$ cat src/rtl/mips_multicycle_ctrl.sv
// ============================================================================
// mips_multicycle_ctrl : multicycle MIPS control sequencer with memory wait
//                        states, illegal-opcode trap and retired-instr counter
// Revision: 1.0
// ============================================================================
`default_nettype none

module mips_multicycle_ctrl #(
  parameter int CNT_W = 32
) (
  input  logic             clk,
  input  logic             reset,
  input  logic [5:0]       Opcode,
  input  logic             mem_ready,
  output logic             PCWrite,
  output logic             PCWriteCond,
  output logic             BranchNe,
  output logic             IorD,
  output logic             MemRead,
  output logic             MemWrite,
  output logic             IRWrite,
  output logic             MemtoReg,
  output logic             RegDst,
  output logic             RegWrite,
  output logic             ALUSrcA,
  output logic [1:0]       ALUSrcB,
  output logic [2:0]       ALUOp,
  output logic [1:0]       PCSrc,
  output logic             illegal,
  output logic [3:0]       state,
  output logic [CNT_W-1:0] instr_count
);

  localparam logic [3:0] S_IDLE   = 4'd0;
  localparam logic [3:0] S_FETCH  = 4'd1;
  localparam logic [3:0] S_DECODE = 4'd2;
  localparam logic [3:0] S_MEMADR = 4'd3;
  localparam logic [3:0] S_MEMRD  = 4'd4;
  localparam logic [3:0] S_MEMWB  = 4'd5;
  localparam logic [3:0] S_MEMWR  = 4'd6;
  localparam logic [3:0] S_EXEC   = 4'd7;
  localparam logic [3:0] S_ALUWB  = 4'd8;
  localparam logic [3:0] S_BRANCH = 4'd9;
  localparam logic [3:0] S_JUMP   = 4'd10;
  localparam logic [3:0] S_TRAP   = 4'd11;

  localparam logic [5:0] c_OP_RTYPE = 6'b000000;
  localparam logic [5:0] c_OP_LW    = 6'b100011;
  localparam logic [5:0] c_OP_SW    = 6'b101011;
  localparam logic [5:0] c_OP_BEQ   = 6'b000100;
  localparam logic [5:0] c_OP_BNE   = 6'b000101;
  localparam logic [5:0] c_OP_J     = 6'b000010;

  logic [3:0]       r_state;
  logic [3:0]       w_next;
  logic             w_retire;
  logic [CNT_W-1:0] r_instr_count;

  always_ff @(posedge clk or posedge reset) begin
    if (reset) begin
      r_state <= S_IDLE;
    end else begin
      r_state <= w_next;
    end
  end

  always_comb begin
    w_next = r_state;
    case (r_state)
      S_IDLE:   w_next = S_FETCH;
      S_FETCH:  w_next = mem_ready ? S_DECODE : S_FETCH;
      S_DECODE: begin
        case (Opcode)
          c_OP_RTYPE:        w_next = S_EXEC;
          c_OP_LW, c_OP_SW:  w_next = S_MEMADR;
          c_OP_BEQ, c_OP_BNE: w_next = S_BRANCH;
          c_OP_J:            w_next = S_JUMP;
          default:           w_next = S_TRAP;
        endcase
      end
      S_MEMADR: w_next = (Opcode == c_OP_LW) ? S_MEMRD : S_MEMWR;
      S_MEMRD:  w_next = mem_ready ? S_MEMWB : S_MEMRD;
      S_MEMWB:  w_next = S_FETCH;
      S_MEMWR:  w_next = mem_ready ? S_FETCH : S_MEMWR;
      S_EXEC:   w_next = S_ALUWB;
      S_ALUWB:  w_next = S_FETCH;
      S_BRANCH: w_next = S_FETCH;
      S_JUMP:   w_next = S_FETCH;
      S_TRAP:   w_next = S_TRAP;
      default:  w_next = S_IDLE;
    endcase
  end

  always_comb begin
    PCWrite     = 1'b0;
    PCWriteCond = 1'b0;
    BranchNe    = 1'b0;
    IorD        = 1'b0;
    MemRead     = 1'b0;
    MemWrite    = 1'b0;
    IRWrite     = 1'b0;
    MemtoReg    = 1'b0;
    RegDst      = 1'b0;
    RegWrite    = 1'b0;
    ALUSrcA     = 1'b0;
    ALUSrcB     = 2'b00;
    ALUOp       = 3'b000;
    PCSrc       = 2'b00;
    illegal     = 1'b0;
    case (r_state)
      S_FETCH: begin
        MemRead = 1'b1;
        ALUSrcB = 2'b01;
        ALUOp   = 3'b001;
        IRWrite = mem_ready;
        PCWrite = mem_ready;
      end
      S_DECODE: begin
        ALUSrcB = 2'b11;
        ALUOp   = 3'b001;
      end
      S_MEMADR: begin
        ALUSrcA = 1'b1;
        ALUSrcB = 2'b10;
        ALUOp   = 3'b001;
      end
      S_MEMRD: begin
        MemRead = 1'b1;
        IorD    = 1'b1;
      end
      S_MEMWB: begin
        RegWrite = 1'b1;
        MemtoReg = 1'b1;
      end
      S_MEMWR: begin
        MemWrite = 1'b1;
        IorD     = 1'b1;
      end
      S_EXEC: begin
        ALUSrcA = 1'b1;
      end
      S_ALUWB: begin
        RegWrite = 1'b1;
        RegDst   = 1'b1;
      end
      S_BRANCH: begin
        ALUSrcA     = 1'b1;
        ALUOp       = 3'b011;
        PCWriteCond = 1'b1;
        PCSrc       = 2'b01;
        BranchNe    = (Opcode == c_OP_BNE);
      end
      S_JUMP: begin
        PCWrite = 1'b1;
        PCSrc   = 2'b10;
      end
      S_TRAP: begin
        illegal = 1'b1;
      end
      default: ;
    endcase
  end

  // A store only retires once memory accepts it; the other retiring states are single-cycle.
  assign w_retire = (r_state == S_MEMWB) || (r_state == S_ALUWB) ||
                    (r_state == S_BRANCH) || (r_state == S_JUMP) ||
                    ((r_state == S_MEMWR) && mem_ready);

  always_ff @(posedge clk or posedge reset) begin
    if (reset) begin
      r_instr_count <= '0;
    end else if (w_retire) begin
      r_instr_count <= r_instr_count + CNT_W'(1);
    end
  end

  assign state       = r_state;
  assign instr_count = r_instr_count;

endmodule

`default_nettype wire

$ cat config.mk
export PLATFORM = sky130hd
export DESIGN_NAME = mips_multicycle_ctrl
export DESIGN_NICKNAME = d
export VERILOG_FILES = /design/src/rtl/mips_multicycle_ctrl.sv
export SDC_FILE = /design/constraint.sdc
export NUM_CORES = 1
export LEC_CHECK = 0
export CAP_MARGIN = 20
export CORE_UTILIZATION = 47
export CTS_CLUSTER_SIZE = 8
export DETAILED_ROUTE_END_ITERATION = 6
export PLACE_DENSITY = 0.85
export SETUP_SLACK_MARGIN = 0.02
export SYNTH_ARGS = -nofsm -noshare
export SYNTH_HDL_FRONTEND = slang
export SYNTH_SLANG_ARGS = --single-unit
$ cat constraint.sdc
create_clock -name clk -period 2.6 [get_ports clk]
set_clock_uncertainty 0.2 [all_clocks]
set_input_delay 0.78 -clock clk [delete_from_list [all_inputs] [get_ports clk]]
set_output_delay 0.78 -clock clk [all_outputs]
set_load 0.01 [all_outputs]
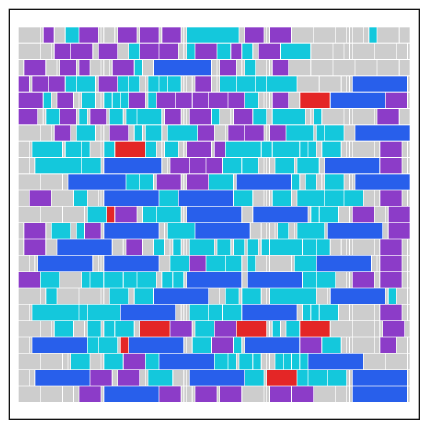
Figure 1: placed cells, one color a class.
Scale: 6 px per um. Fill, decap, tap and diode cells in gray.
clock drivers and dummy loads -> red  # cells 8
all other logic -> cyan  # cells 154
other buffers and delay cells -> purple  # cells 90
flip-flops -> blue  # cells 36

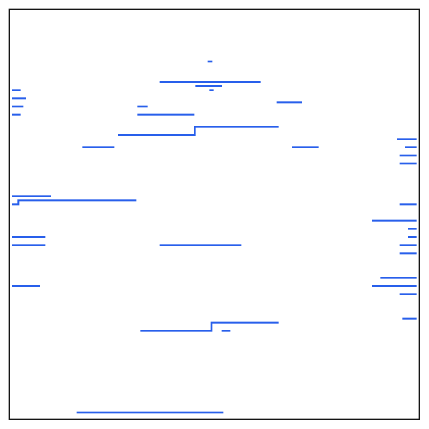
Figure 2: signal wires on met3.
Scale: 6 px per um.
longest straight run = 24.2 um
nets with wire on the layer = 33
wire length on this layer = 228 um

==> flow_metrics.env <==
# implementation run metrics
export IMPL_slew_viol_final=0
export IMPL_ys_ff=36
export IMPL_largest_reg_flops=32
export IMPL_p_per_area_mw_per_mm2=813
export IMPL_power_top_group="combinational cells"
export IMPL_finalSetupViolCount=0
export IMPL_post_cts_buffers=5
export IMPL_common_cells="36 x dfrtp_1, 20 x xor2_1, 18 x nor2_1"
export IMPL_met3_wirelength_um=227
export IMPL_switching_share_pct=39.4
export IMPL_critPathArrivalTime_ps=1590
export IMPL_period_used_pct=98.8
export IMPL_wl_met1_mm=2.20
export IMPL_antenna_found_initial=0
export IMPL_antennaDiodeCount=0
export IMPL_ioPinCount=64
export IMPL_totalWireLength_mm=5.10
export IMPL_die_w_um=68.1
export IMPL_synthFlopType="dfrtp_1"
export IMPL_cts_buffers=5
export IMPL_top_cell="dfrtp_1"
export IMPL_avgSynthCellArea_sq_um=10.3
export IMPL_dpl_cell_area_sq_mm=0.00282
export IMPL_switching_power_uw=959
export IMPL_fp_util_pct=50.2
export IMPL_overflow=0
export IMPL_dp_hpwl_mm=3.47
export IMPL_p_seq_uw=748
export IMPL_grt_total_usage_pct=23.3
export IMPL_via_count=1823
export IMPL_cp_required_ps=1620
export IMPL_rr_endpoint="instr_count[11]"
export IMPL_postLayoutCellArea_sq_mm=0.00300
export IMPL_ys_cells=200
export IMPL_clock_power_share_pct=16.9
export IMPL_dp_cells=322
export IMPL_die_h_um=68.1
export IMPL_final_cells=338
export IMPL_worstSkewPairLatency_ps=290
export IMPL_rr_worst_depth=7
export IMPL_hold_viol_final=0
export IMPL_synth_area_top_cells="dfrtp_1 44%, xor2_1 8.5%, xnor2_1 5.1%"
export IMPL_path_class="primary input to primary output"
export IMPL_fin_util_pct=73.3
export IMPL_yosys_warnings=0
export IMPL_r2r_start="state[0]"
export IMPL_ys_area_sq_mm=0.00205
export IMPL_drt_iter0_drc=118
export IMPL_min_path_type="register to register"
export IMPL_maxCapViolations=0
export IMPL_cp_max_fo=2
export IMPL_drc=0
export IMPL_cell_internal_pwr_uw=1480
export IMPL_syn_num_nets=210
export IMPL_syn_inst=200
export IMPL_outcome="finished clean"
export IMPL_place_ws_ps=-705
export IMPL_tightest_slew_ps=536
export IMPL_grt_max_degree=37
export IMPL_holdPathEnd="instr_count[31]"
export IMPL_rrSetupSlack_ps=550
export IMPL_port_buffers=62
export IMPL_vdd_drop_max_v=0.000521
export IMPL_fin_crit_ps=2570
export IMPL_seqPwrFrac_pct=30.7
export IMPL_postCtsHoldBufs=0
export IMPL_setup_slack_ps=31.5
export IMPL_crit_path_end_kind="primary output"
export IMPL_yosysTopAreaCellShare_pct=43.9
export IMPL_rsz0062_at_grt="true"
export IMPL_warnings=28
export IMPL_cts_path_max_buffers=2
export IMPL_leakage_uw=0.00133
export IMPL_fmax_mhz=389
export IMPL_synth_top_cell_by_area="dfrtp_1"
export IMPL_drive_above_1_share_pct=23.6
export IMPL_final_nets=297
export IMPL_start_kind="primary input"
export IMPL_whs_path_depth=1
export IMPL_holdWs_ps=279
export IMPL_crit_path_start="Opcode[4]"
export IMPL_comb_power_share_pct=52.4
export IMPL_antenna_left=0
export IMPL_drt_pass1_iterations=5
export IMPL_syn_to_final_growth_pct=45.9
export IMPL_final_layout_top_logic_cells="38 x clkdlybuf4s50_1, 33 x dfrtp_1, 26 x buf_4"
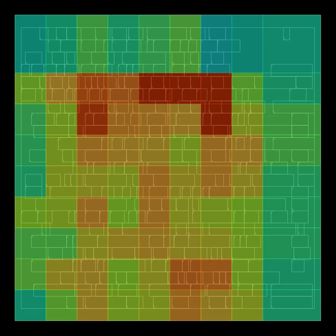
Figure 3: routing congestion map.
met2 usage: 37.1%
met1 Use GR: 29.8%
grt met3 use: 7.50%
post-DR wirelength/cell: 15.1 um

-- final cells by class --
class / count / area, sq um / share of cell area, %
flip-flops and latches: 36 / 905 / 30.2
clock buffers: 8 / 90.1 / 3.01
repair buffers: 90 / 795 / 26.5
inverters: 4 / 15.0 / 0.501
multi-input cells: 150 / 1130 / 37.7
well taps: 50 / 62.6 / 2.09
-- cells by family after synthesis --
family / count (synthesis) / synth area share (%)
AOI/OAI and AO/OA: 19 / 6.64
xor gates and xnor gates: 32 / 13.7
adders and majority gates: 1 / 0.609
buffers and inverters: 14 / 4.08
DFF: 36 / 43.9
muxes: 1 / 0.548
other: 1 / 0.183
and+or+nand+nor: 96 / 30.4
-- critical path, cell delays in order --
cell,delay [ps]
buf_6,90
nand2b_4,130
nor4_4,270
and3_1,190
buf_2,130
